Figure 1. Where the registers sit.
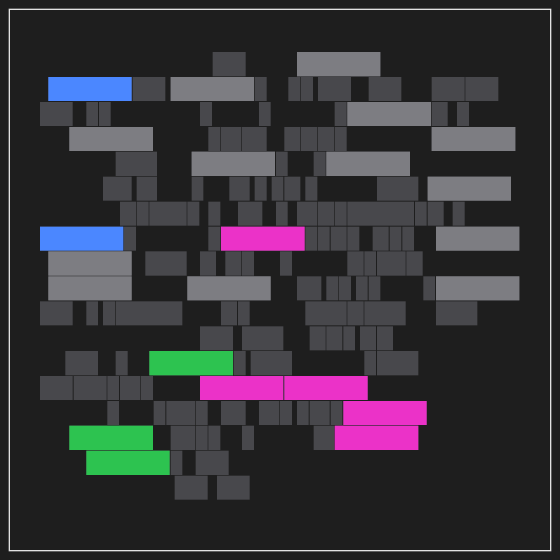
Figure 2. Routing congestion.
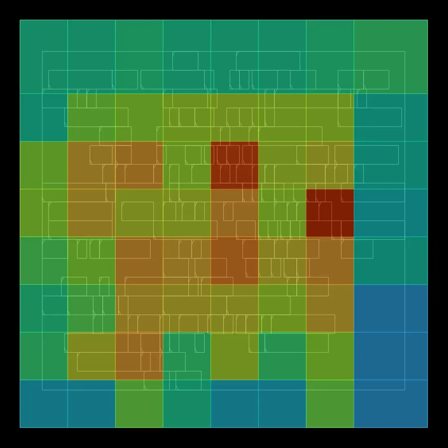
Figure 3. I/O nets highlighted.
Scale bar: 20 um.
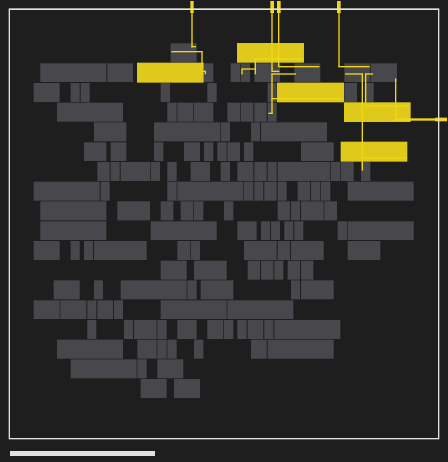
`src/rtl/seq_multiplier.sv`:
```
`default_nettype none
// ============================================================================
//  Module   : seq_multiplier
//  Purpose  : Sequential shift-and-add multiplier. One multiplier (q) bit is
//             consumed per clock, with optional two's-complement operands.
//             A start/busy/done handshake frames each operation. The product
//             is held stable between completions.
//  Ports    : clock  - system clock, rising edge active
//             reset  - asynchronous active-high reset
//             start  - operation request, sampled only while idle
//             m      - multiplicand [M_WIDTH], captured on the accepting edge
//             q      - multiplier   [Q_WIDTH], captured on the accepting edge
//             busy   - high while an operation is in progress
//             done   - one-cycle pulse marking a new product on p
//             p      - product [M_WIDTH+Q_WIDTH]
//  Revision : 1.0  initial release
// ============================================================================
module seq_multiplier #(
    parameter int M_WIDTH = 2,
    parameter int Q_WIDTH = 3,
    parameter int SIGNED  = 0
) (
    input  logic                       clock,
    input  logic                       reset,
    input  logic                       start,
    input  logic [M_WIDTH-1:0]         m,
    input  logic [Q_WIDTH-1:0]         q,
    output logic                       busy,
    output logic                       done,
    output logic [M_WIDTH+Q_WIDTH-1:0] p
);

    localparam int P_WIDTH = M_WIDTH + Q_WIDTH;
    localparam int CW      = (Q_WIDTH > 1) ? $clog2(Q_WIDTH) : 1;

    localparam logic [CW-1:0] C_LAST = CW'(Q_WIDTH - 1);
    localparam logic [CW-1:0] C_ONE  = CW'(1);

    localparam logic [0:0] S_IDLE = 1'b0;
    localparam logic [0:0] S_RUN  = 1'b1;

    logic [0:0]         r_state;
    logic [P_WIDTH-1:0] r_mcand;   // m pre-extended, shifted left one place per step
    logic [Q_WIDTH-1:0] r_mplier;  // q, shifted right so bit 0 is the current step's bit
    logic [P_WIDTH-1:0] r_acc;
    logic [CW-1:0]      r_cnt;
    logic               r_busy;
    logic               r_done;
    logic [P_WIDTH-1:0] r_p;

    logic [P_WIDTH-1:0] w_m_ext;
    logic               w_last;
    logic [P_WIDTH-1:0] w_sum;
    logic [P_WIDTH-1:0] w_acc_next;

    // Widen m to the product width once at capture time so every later
    // add/subtract is a plain P_WIDTH operation.
    generate
        if (SIGNED != 0) begin : g_ext_signed
            assign w_m_ext = {{Q_WIDTH{m[M_WIDTH-1]}}, m};
        end else begin : g_ext_unsigned
            assign w_m_ext = {{Q_WIDTH{1'b0}}, m};
        end
    endgenerate

    assign w_last = (r_cnt == C_LAST);

    // In two's complement the top multiplier bit carries negative weight,
    // so the final partial product is subtracted rather than added.
    always_comb begin
        w_sum = r_acc + r_mcand;
        if ((SIGNED != 0) && w_last) begin
            w_sum = r_acc - r_mcand;
        end
        w_acc_next = r_mplier[0] ? w_sum : r_acc;
    end

    always_ff @(posedge clock or posedge reset) begin
        if (reset) begin
            r_state  <= S_IDLE;
            r_mcand  <= '0;
            r_mplier <= '0;
            r_acc    <= '0;
            r_cnt    <= '0;
            r_busy   <= 1'b0;
            r_done   <= 1'b0;
            r_p      <= '0;
        end else begin
            r_done <= 1'b0;
            case (r_state)
                S_IDLE: begin
                    if (start) begin
                        r_mcand  <= w_m_ext;
                        r_mplier <= q;
                        r_acc    <= '0;
                        r_cnt    <= '0;
                        r_busy   <= 1'b1;
                        r_state  <= S_RUN;
                    end
                end
                S_RUN: begin
                    r_mcand  <= r_mcand << 1;
                    r_mplier <= {1'b0, r_mplier[Q_WIDTH-1:1]};
                    if (w_last) begin
                        // Final step goes straight to p so p only ever
                        // changes to a complete product.
                        r_p     <= w_acc_next;
                        r_done  <= 1'b1;
                        r_busy  <= 1'b0;
                        r_state <= S_IDLE;
                    end else begin
                        r_acc <= w_acc_next;
                        r_cnt <= r_cnt + C_ONE;
                    end
                end
                default: begin
                    r_state <= S_IDLE;
                    r_busy  <= 1'b0;
                end
            endcase
        end
    end

    assign busy = r_busy;
    assign done = r_done;
    assign p    = r_p;

endmodule
`default_nettype wire

```
`config.mk`:
```
export PLATFORM = sky130hd
export DESIGN_NAME = seq_multiplier
export DESIGN_NICKNAME = d
export VERILOG_FILES = /design/src/rtl/seq_multiplier.sv
export SDC_FILE = /design/constraint.sdc
export NUM_CORES = 1
export LEC_CHECK = 0
export ABC_AREA = 1
export CAP_MARGIN = 20
export CORE_MARGIN = 3
export CORE_UTILIZATION = 41
export DETAILED_ROUTE_END_ITERATION = 12
export MAX_ROUTING_LAYER = met4
export RECOVER_POWER = 50
export SLEW_MARGIN = 20
export SYNTH_ARGS = -nofsm -noshare
export SYNTH_HDL_FRONTEND = slang
export SYNTH_SLANG_ARGS = --single-unit
```
`constraint.sdc`:
```
create_clock -name clock -period 1.7 [get_ports clock]
set_input_delay 0.255 -clock clock [delete_from_list [all_inputs] [get_ports clock]]
set_output_delay 0.255 -clock clock [all_outputs]
set_load 0.02 [all_outputs]
```
==> impl_metrics.env <==
# yosys + openroad results
export IMPL_wirelength_um=2313
export IMPL_crit_start="r_mcand[0]$_DFFE_PP0P_"
export IMPL_pin_count=15
export IMPL_grt_pass1_vias=880
export IMPL_finClkSkew_ns=0.006027
export IMPL_netSwitchingFraction_pct=43.66
export IMPL_ys_warn_count=0
export IMPL_core_um2=2567
export IMPL_antenna_cells=0
export IMPL_tool_warnings=26
export IMPL_top_cells_by_area="dfrtp_1, nand2_1, inv_1"
export IMPL_final_setup_tns_ns=0
export IMPL_core_rowCount=18
export IMPL_nFillCells=247
export IMPL_leakagePower_uw=0.0006751
export IMPL_fp_dieW_um=58.96
export IMPL_final_nets=159
export IMPL_syn_inst=124
export IMPL_irDropWorstVdd_mv=0.9129
export IMPL_setup_viol=0
export IMPL_post_dp_hpwl_um=1770
export IMPL_grt_start_max_net_pins=24
export IMPL_worstHoldStart="q[2]"
export IMPL_hp_class="in2reg"
export IMPL_fin_crit_ns=1.609
export IMPL_clk_pin_slew_ns=0.14
export IMPL_clk_insertion_delay_late_ns=0.32
export IMPL_layout_top_cells="nand2_1, dfrtp_1, inv_1"
export IMPL_post_drt_wl_per_cell_um=13.29
export IMPL_synth_cell_types=25
export IMPL_path_max_fanout=2
export IMPL_worstSetupEndpointType="register"
export IMPL_routed_via_density=4.943
export IMPL_fp_utilization_pct=44.79
export IMPL_netlist_area_um2=1150
export IMPL_slowest_delay_ns=0.40
export IMPL_die_h_um=58.96
export IMPL_power_frac_comb_pct=50.2
export IMPL_tightest_slew_ns=1.212
export IMPL_numPlacedInstances=169
export IMPL_critPathTopFamily="adder cells"
export IMPL_p_seq_share_pct=38.6
export IMPL_cp_slowest_cell="fa_1"
export IMPL_power_switching_uw=1024
export IMPL_instances_no_fill=174
export IMPL_cp_data_arrival_time_ns=1.84
export IMPL_ys_cells=124
export IMPL_layout_top_cell="nand2_1"
export IMPL_cts_htree_levels=1
export IMPL_cts_tree="done"
export IMPL_numCtsBuffers=3
export IMPL_critPathLaunchType="register"
export IMPL_grt_usage_pct=15.58
export IMPL_antenna_left=0
export IMPL_grt_first_pass_wirelength_um=3919
export IMPL_yosys_area_top_type="dfrtp_1"
export IMPL_cts_buffer_depth=2
export IMPL_status="completed"
export IMPL_dieArea_um2=3476
export IMPL_antenna_found_initial=0
export IMPL_required_ns=1.93
export IMPL_crit_path_frequent_cell="nand3_1"
export IMPL_drt_iter0_markers=33
export IMPL_critPathBufInv=2
export IMPL_numPortBuffers=14
export IMPL_synth_avg_cell_area_um2=9.273
export IMPL_dr_pass1_iters=4
export IMPL_synth_seq_share_pct=50.05
export IMPL_maxSlewHeadroom_pct=19.23
export IMPL_final_cell_area_um2=1359
export IMPL_clock_root_buffer="clkbuf_4"
export IMPL_clkSinkCount=23
Back to the opening pictures, Figure 1:
[blue] r_cnt | placed flops: 2
[green] r_mplier | placed flops: 3
[magenta] r_mcand | placed flops: 5

Back to the opening pictures, Figure 2:
global route hottest layer: met2
final core utilization: 52.92%

Back to the opening pictures, Figure 3:
[yellow] p | direction: output | edge: 4 top, 1 right | end cells: 5 | buffers: 5 | wire: 120 um

## kinds of logic after synthesis
kind of cell | Yosys count | synth area share (%)
AND-OR/OR-AND | 20 | 12.95
XOR/XNOR | 1 | 0.7618
adder cells (fa/ha/maj) | 6 | 7.182
buffers and inverters | 22 | 7.617
flip-flops | 23 | 50.05
AND/OR/NAND/NOR | 52 | 21.44
## worst reg2reg max path, stage by stage (launching register included)
cell and delay [ns]:
dfrtp_1 0.38, ha_1 0.18, inv_1 0.06, fa_1 0.40, inv_1 0.07, nand3_1 0.08, nand3_1 0.09, nand3_1 0.10
nand3_1 0.10, nand2_1 0.06
## synth_stat cells
cell type and instances:
a21oi_1 2, a22o_2 1, dfrtp_1 23, fa_1 1, ha_1 5, inv_1 17
inv_2 3, inv_4 2, nand2_1 33, nand2_2 1, nand2_4 1, nand3_1 10
nor2_1 3, nor2_2 1, nor2_4 1, nor2_8 1, o211ai_1 1, o211ai_2 2
o21ai_0 5, o21ai_1 2, o21ai_2 2, o22ai_1 3, o22ai_2 2, or2_2 1
xnor2_1 1
## layer usage
metal	vias to the layer above	routed length, um	GRT usage (%)
met2	11	1131	23.66
met3	4	63	1.974
met1	406	1095	21.14
met4	0	23	6.149
li1	439	-	-
met5	-	0	-
## stage by stage
step / setup WS [ns] / power [uW] / hold WS, ns
finish: 0.09051 / 2345 / 0.4949
CTS: 0.03556 / 2383 / 0.2553
detailed placement: 0.05609 / 2117 / 0.4709
floorplan: 0.2029 / 1752 / 0.2569
global route: 0.01275 / 2563 / 0.5190
global placement: 0.1372 / 2082 / 0.4639
## state kept, by name, summed over array words and instances (netlist names)
signal / flops
r_mcand: 5
r_cnt: 2
r_mplier: 3
done: 1
r_state: 1
p: 5
busy: 1
r_acc: 5
## power groups by stage
stage | logic (uW) | registers [uW] | clock network, uW
3_3_place_gp | 1160 | 917 | 0
2_1_floorplan | 781 | 971 | 0
5_1_grt | 1330 | 935 | 296
3_5_place_dp | 1190 | 922 | 0
4_1_cts | 1200 | 913 | 274
6_report | 1180 | 906 | 263
## worst paths after layout
kind	slack (ns)	end	depth (start not counted)
min in group asynchronous	0.60	r_cnt[1]$_DFFE_PP0P_	3
worst max-delay path	0.09	r_acc[4]$_DFFE_PP0P_	9
worst max register to register	0.09	r_acc[4]$_DFFE_PP0P_	9
worst min-delay path	0.49	r_mplier[2]$_DFFE_PP0P_	3
max in group asynchronous	0.38	r_acc[1]$_DFFE_PP0P_	3
worst min register to register	0.49	p[4]$_DFFE_PP0P_	2
## repair_timing
| item | 4_1_cts | 5_1_grt |
|---|---|---|
| resized | 0 | 1 |
| setup buffers | 0 | 1 |
| setup endpoints to repair | 0 | 4 |
| hold buffers | 0 | 0 |
## cell type report
type | count | area, um^2 | share of cell area, %
timing repair buffer | 16 | 151.4 | 11.14
clock inverter | 1 | 5.005 | 0.3683
clock buffer | 3 | 22.52 | 1.657
inverter | 22 | 87.58 | 6.446
tap | 30 | 37.54 | 2.762
sequential | 23 | 575.6 | 42.36
multi-input combinational | 79 | 479.2 | 35.27
Power figures rest on the tool's default switching activity, not on a simulated workload.
